[config.mk]
export PLATFORM = sky130hd
export DESIGN_NAME = cmd_serializer
export DESIGN_NICKNAME = d
export VERILOG_FILES = /design/src/rtl/cmd_serializer.sv
export SDC_FILE = /design/constraint.sdc
export NUM_CORES = 1
export LEC_CHECK = 0
export ABC_CLOCK_PERIOD_IN_PS = 3430
export CAP_MARGIN = 10
export CELL_PAD_IN_SITES_DETAIL_PLACEMENT = 2
export CELL_PAD_IN_SITES_GLOBAL_PLACEMENT = 2
export CORE_UTILIZATION = 34
export CTS_CLUSTER_SIZE = 25
export DETAILED_ROUTE_END_ITERATION = 8
export GPL_ROUTABILITY_DRIVEN = 0
export GPL_TIMING_DRIVEN = 0
export PLACE_DENSITY = 0.88
export SLEW_MARGIN = 20
export SYNTH_ARGS = -nofsm -noshare
export SYNTH_HDL_FRONTEND = slang
export SYNTH_SLANG_ARGS = --single-unit
[constraint.sdc]
create_clock -name clk -period 3.43 [get_ports clk]
set_input_delay 0.5145 -clock clk [delete_from_list [all_inputs] [get_ports clk]]
set_output_delay 0.5145 -clock clk [all_outputs]
set_load 0.03 [all_outputs]
[src/rtl/cmd_serializer.sv]
`default_nettype none
// ============================================================================
//  Module   : cmd_serializer
//  Purpose  : Latches one reader command, shifts it out MSB first on bit_req
//             strobes and appends CRC5 (Query) or inverted CRC16 (ReqRN).
//  Revision : 1.0 - initial release
// ============================================================================
module cmd_serializer (
    input  logic        clk,
    input  logic        reset,
    input  logic        start,
    input  logic [2:0]  cmd_sel,
    input  logic        dr,
    input  logic        trext,
    input  logic        target,
    input  logic [1:0]  m,
    input  logic [1:0]  sel,
    input  logic [1:0]  session,
    input  logic [3:0]  q,
    input  logic [2:0]  updn,
    input  logic [15:0] rn16,
    input  logic        bit_req,
    output logic        bitout,
    output logic        busy,
    output logic        done
);

    typedef enum logic [1:0] {
        IDLE = 2'd0,
        SEND = 2'd1,
        CRC  = 2'd2,
        DONE = 2'd3
    } state_t;

    localparam logic [4:0]  c_CRC5_PRESET  = 5'b01001;
    localparam logic [4:0]  c_CRC5_POLY    = 5'b01001;
    localparam logic [15:0] c_CRC16_PRESET = 16'hFFFF;
    localparam logic [15:0] c_CRC16_POLY   = 16'h1021;

    state_t      r_state;
    logic [23:0] r_shift;
    logic [5:0]  r_cnt;
    logic        r_has_crc;
    logic        r_crc16_sel;
    logic [4:0]  r_crc5;
    logic [15:0] r_crc16;

    state_t      w_state;
    logic [23:0] w_shift;
    logic [5:0]  w_cnt;
    logic        w_has_crc;
    logic        w_crc16_sel;
    logic [4:0]  w_crc5;
    logic [15:0] w_crc16;
    logic        w_bit;
    logic [23:0] w_frame;
    logic [5:0]  w_len;
    logic        w_crc5_fb;
    logic        w_crc16_fb;

    // Frames are left-aligned so the shift register MSB is always the next bit.
    always_comb begin
        w_frame = 24'd0;
        w_len   = 6'd0;
        case (cmd_sel)
            3'd0: begin w_frame = {2'b00, session, 20'd0};                                   w_len = 6'd4;  end
            3'd1: begin w_frame = {2'b01, rn16, 6'd0};                                       w_len = 6'd18; end
            3'd2: begin w_frame = {4'b1000, dr, m, trext, sel, session, target, q, 7'd0};   w_len = 6'd17; end
            3'd3: begin w_frame = {4'b1001, session, updn, 15'd0};                           w_len = 6'd9;  end
            3'd4: begin w_frame = {8'b11000000, 16'd0};                                      w_len = 6'd8;  end
            3'd5: begin w_frame = {8'b11000001, rn16};                                       w_len = 6'd24; end
            default: begin w_frame = 24'd0; w_len = 6'd0; end
        endcase
    end

    assign w_crc5_fb  = r_crc5[4]   ^ r_shift[23];
    assign w_crc16_fb = r_crc16[15] ^ r_shift[23];

    always_comb begin
        w_state     = r_state;
        w_shift     = r_shift;
        w_cnt       = r_cnt;
        w_has_crc   = r_has_crc;
        w_crc16_sel = r_crc16_sel;
        w_crc5      = r_crc5;
        w_crc16     = r_crc16;
        case (r_state)
            IDLE: begin
                if (start && (cmd_sel <= 3'd5)) begin
                    w_state     = SEND;
                    w_shift     = w_frame;
                    w_cnt       = w_len;
                    w_has_crc   = (cmd_sel == 3'd2) || (cmd_sel == 3'd5);
                    w_crc16_sel = (cmd_sel == 3'd5);
                    w_crc5      = c_CRC5_PRESET;
                    w_crc16     = c_CRC16_PRESET;
                end
            end
            SEND: begin
                if (bit_req) begin
                    w_shift = {r_shift[22:0], 1'b0};
                    if (r_crc16_sel)
                        w_crc16 = {r_crc16[14:0], 1'b0} ^ (w_crc16_fb ? c_CRC16_POLY : 16'd0);
                    else if (r_has_crc)
                        w_crc5 = {r_crc5[3:0], 1'b0} ^ (w_crc5_fb ? c_CRC5_POLY : 5'd0);
                    if (r_cnt > 6'd1) begin
                        w_cnt = r_cnt - 6'd1;
                    end else if (r_has_crc) begin
                        w_state = CRC;
                        w_cnt   = r_crc16_sel ? 6'd16 : 6'd5;
                    end else begin
                        w_state = DONE;
                        w_cnt   = 6'd0;
                    end
                end
            end
            CRC: begin
                if (bit_req) begin
                    if (r_crc16_sel)
                        w_crc16 = {r_crc16[14:0], 1'b0};
                    else
                        w_crc5 = {r_crc5[3:0], 1'b0};
                    if (r_cnt > 6'd1) begin
                        w_cnt = r_cnt - 6'd1;
                    end else begin
                        w_state = DONE;
                        w_cnt   = 6'd0;
                    end
                end
            end
            default: w_state = IDLE;
        endcase
    end

    // Output bit is precomputed from the next state so bitout is a clean flop.
    always_comb begin
        w_bit = 1'b0;
        case (w_state)
            SEND:    w_bit = w_shift[23];
            CRC:     w_bit = w_crc16_sel ? ~w_crc16[15] : w_crc5[4];
            default: w_bit = 1'b0;
        endcase
    end

    always_ff @(posedge clk or posedge reset) begin
        if (reset) begin
            r_state     <= IDLE;
            r_shift     <= 24'd0;
            r_cnt       <= 6'd0;
            r_has_crc   <= 1'b0;
            r_crc16_sel <= 1'b0;
            r_crc5      <= 5'd0;
            r_crc16     <= 16'd0;
            bitout      <= 1'b0;
            busy        <= 1'b0;
            done        <= 1'b0;
        end else begin
            r_state     <= w_state;
            r_shift     <= w_shift;
            r_cnt       <= w_cnt;
            r_has_crc   <= w_has_crc;
            r_crc16_sel <= w_crc16_sel;
            r_crc5      <= w_crc5;
            r_crc16     <= w_crc16;
            bitout      <= w_bit;
            busy        <= (w_state == SEND) || (w_state == CRC);
            done        <= (w_state == DONE);
        end
    end

endmodule
`default_nettype wire

==> results.cfg <==
; synthesis and place-and-route metrics
[outcome]
status = completed

[clock_network]
htreeDepth = 3
cts_buffer_depth = 2
cts_root_buf = clkbuf_8
clk_latency_ps = 350

[yosys]
ys_sh_mux_pct = 5.45
synthesis.area_um2 = 3400
yosysWarningCount = 0
syn_avg_cell_area_um2 = 8.90
ys_cells = 382

[placed_design]
hpwl_um = 8280
io_buffers = 41
pre_cts_ws_ps = 113

[grt]
busiest_layer = met2
grt_pass1_vias = 3573

[layout]
buffer_area_share_pct = 12.8
clk_share_pct = 4.11
inverters_excl_clock = 13
lay_top_count = dfrtp_1

[setup_path]
critPathMaxFanout = 9
worstReg2RegStart = r_state[0]
crit_family = buffers and inverters

[timing]
period_used_pct = 89.8
rsz0062_at_grt = no
setup_viol = 0
fmax_mhz = 325

[power_and_ir_drop]
power_frac_seq_pct = 33.4
p_int_mw = 2.02
leakage_nw = 1.71

[floorplan]
rows = 36

[detailed_routing]
first_pass_iters = 4
worst max path at each step:
| stage | slack, ps | end | depth (start not counted) | start |
|---|---|---|---|---|
| CTS | 390 | bitout | 11 | r_state[0] |
| detailed placement | 110 | bitout | 10 | cmd_sel[1] |
| finish | 350 | bitout | 11 | r_state[0] |
| global route | 220 | bitout | 11 | r_state[0] |
| global placement | 220 | bitout | 10 | cmd_sel[1] |
| floorplan | 990 | bitout | 11 | r_state[0] |
logic make-up (layout without fill, tap and decap cells):
| logic type | Yosys count | count (layout) |
|---|---|---|
| and+or+nand+nor | 129 | 129 |
| muxes | 18 | 18 |
| DFF | 58 | 58 |
| xor gates and xnor gates | 3 | 3 |
| AOI/OAI and AO/OA | 124 | 124 |
| adders and majority gates | 13 | 13 |
| buffers and inverters | 37 | 95 |
cell usage after synthesis (6+ instances only):
library cell   n  area share [%]
a21oi_1       44             6.5
a22oi_1       17             3.8
a31oi_1        7             1.3
clkbuf_1      18             2.0
dfrtp_1       58              43
ha_1          13             4.8
inv_1         13             1.4
mux2i_1       14             4.1
nand2_1       39             4.3
nand2b_1       6             1.1
nor2_1        51             5.6
nor2b_1        6             1.1
nor3_1         6            0.88
o21ai_0       21             3.1
power by group through the flow:
stage	Combinational, mW	Sequential, mW	Clock (mW)
finish	1.90	1.24	0.575
floorplan	1.33	1.21	0
detailed placement	1.90	1.25	0
global placement	1.75	1.23	0
global route	2.14	1.28	0.626
CTS	1.93	1.24	0.592
flip-flops by register name, indices dropped and copies added, names as in the netlist:
name,flops
bitout,1
busy,1
done,1
r_cnt,6
r_crc16,16
r_crc16_sel,1
r_crc5,5
r_has_crc,1
r_shift,24
r_state,2
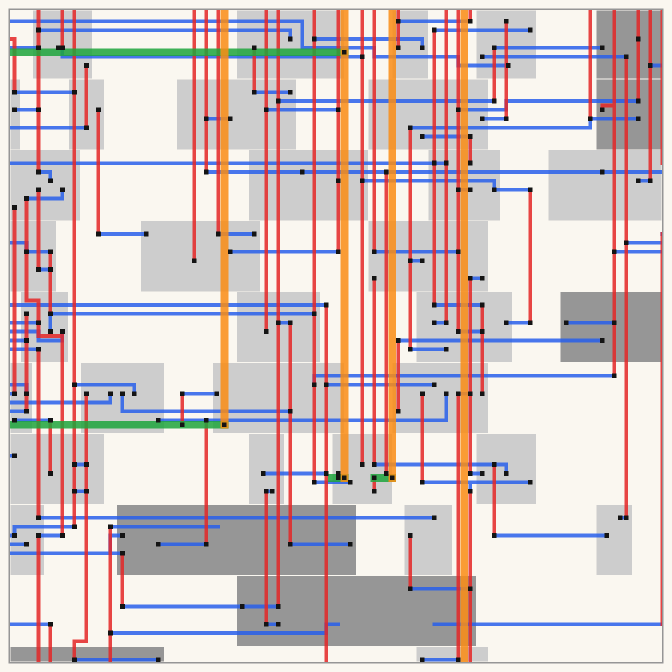
Figure 1: close-up of the layout.
Region (64, 13) to (89, 38) µm. Cells in grey, sequential cells in the stronger grey; small squares are vias.
[M1] blue
[M4] orange
[M3] green
[M2] red
most frequent: ha_1 (6)
netlist names of flops here include: `r_crc16_sel` (1), `r_crc5` (1)
cells with their middle in the window: 29
sequential cells in the window: 2

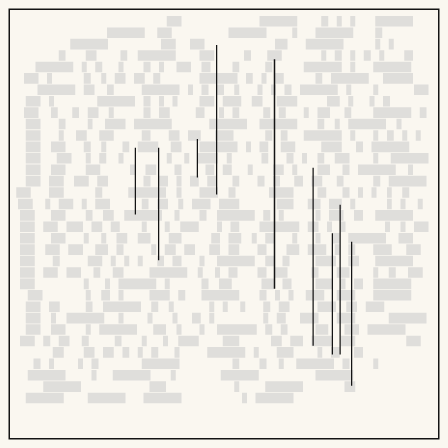
Figure 2: M4 wires.
Cells faint in the background.
share of all routed wire: 2.5%
wire length on this layer: 281 µm
main direction: vertical
nets with wire on the layer: 8
longest straight run: 54.4 µm

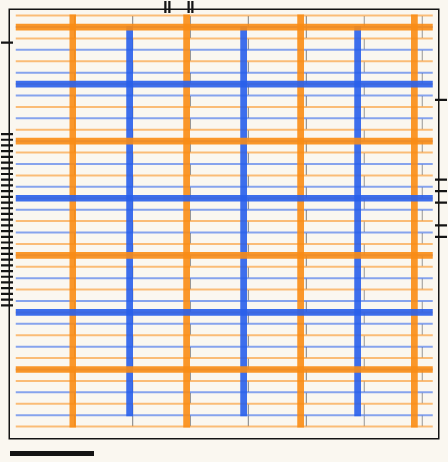
Figure 3: PDN straps and rails.
Bar = 20 µm. Pins as bars on the die edge. Tap cells in grey.
[VDD] blue
[VSS] orange
met4 straps: 7
tap cells: 133
met1 rails: 37

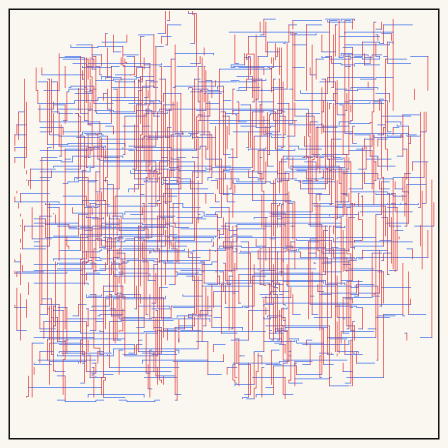
Figure 4: routed metal, one colour a layer.
Only two layers are drawn.
[M2] red | wire length: 5860 µm
[M1] blue | wire length: 4610 µm

Power and IR drop assume default switching activity.
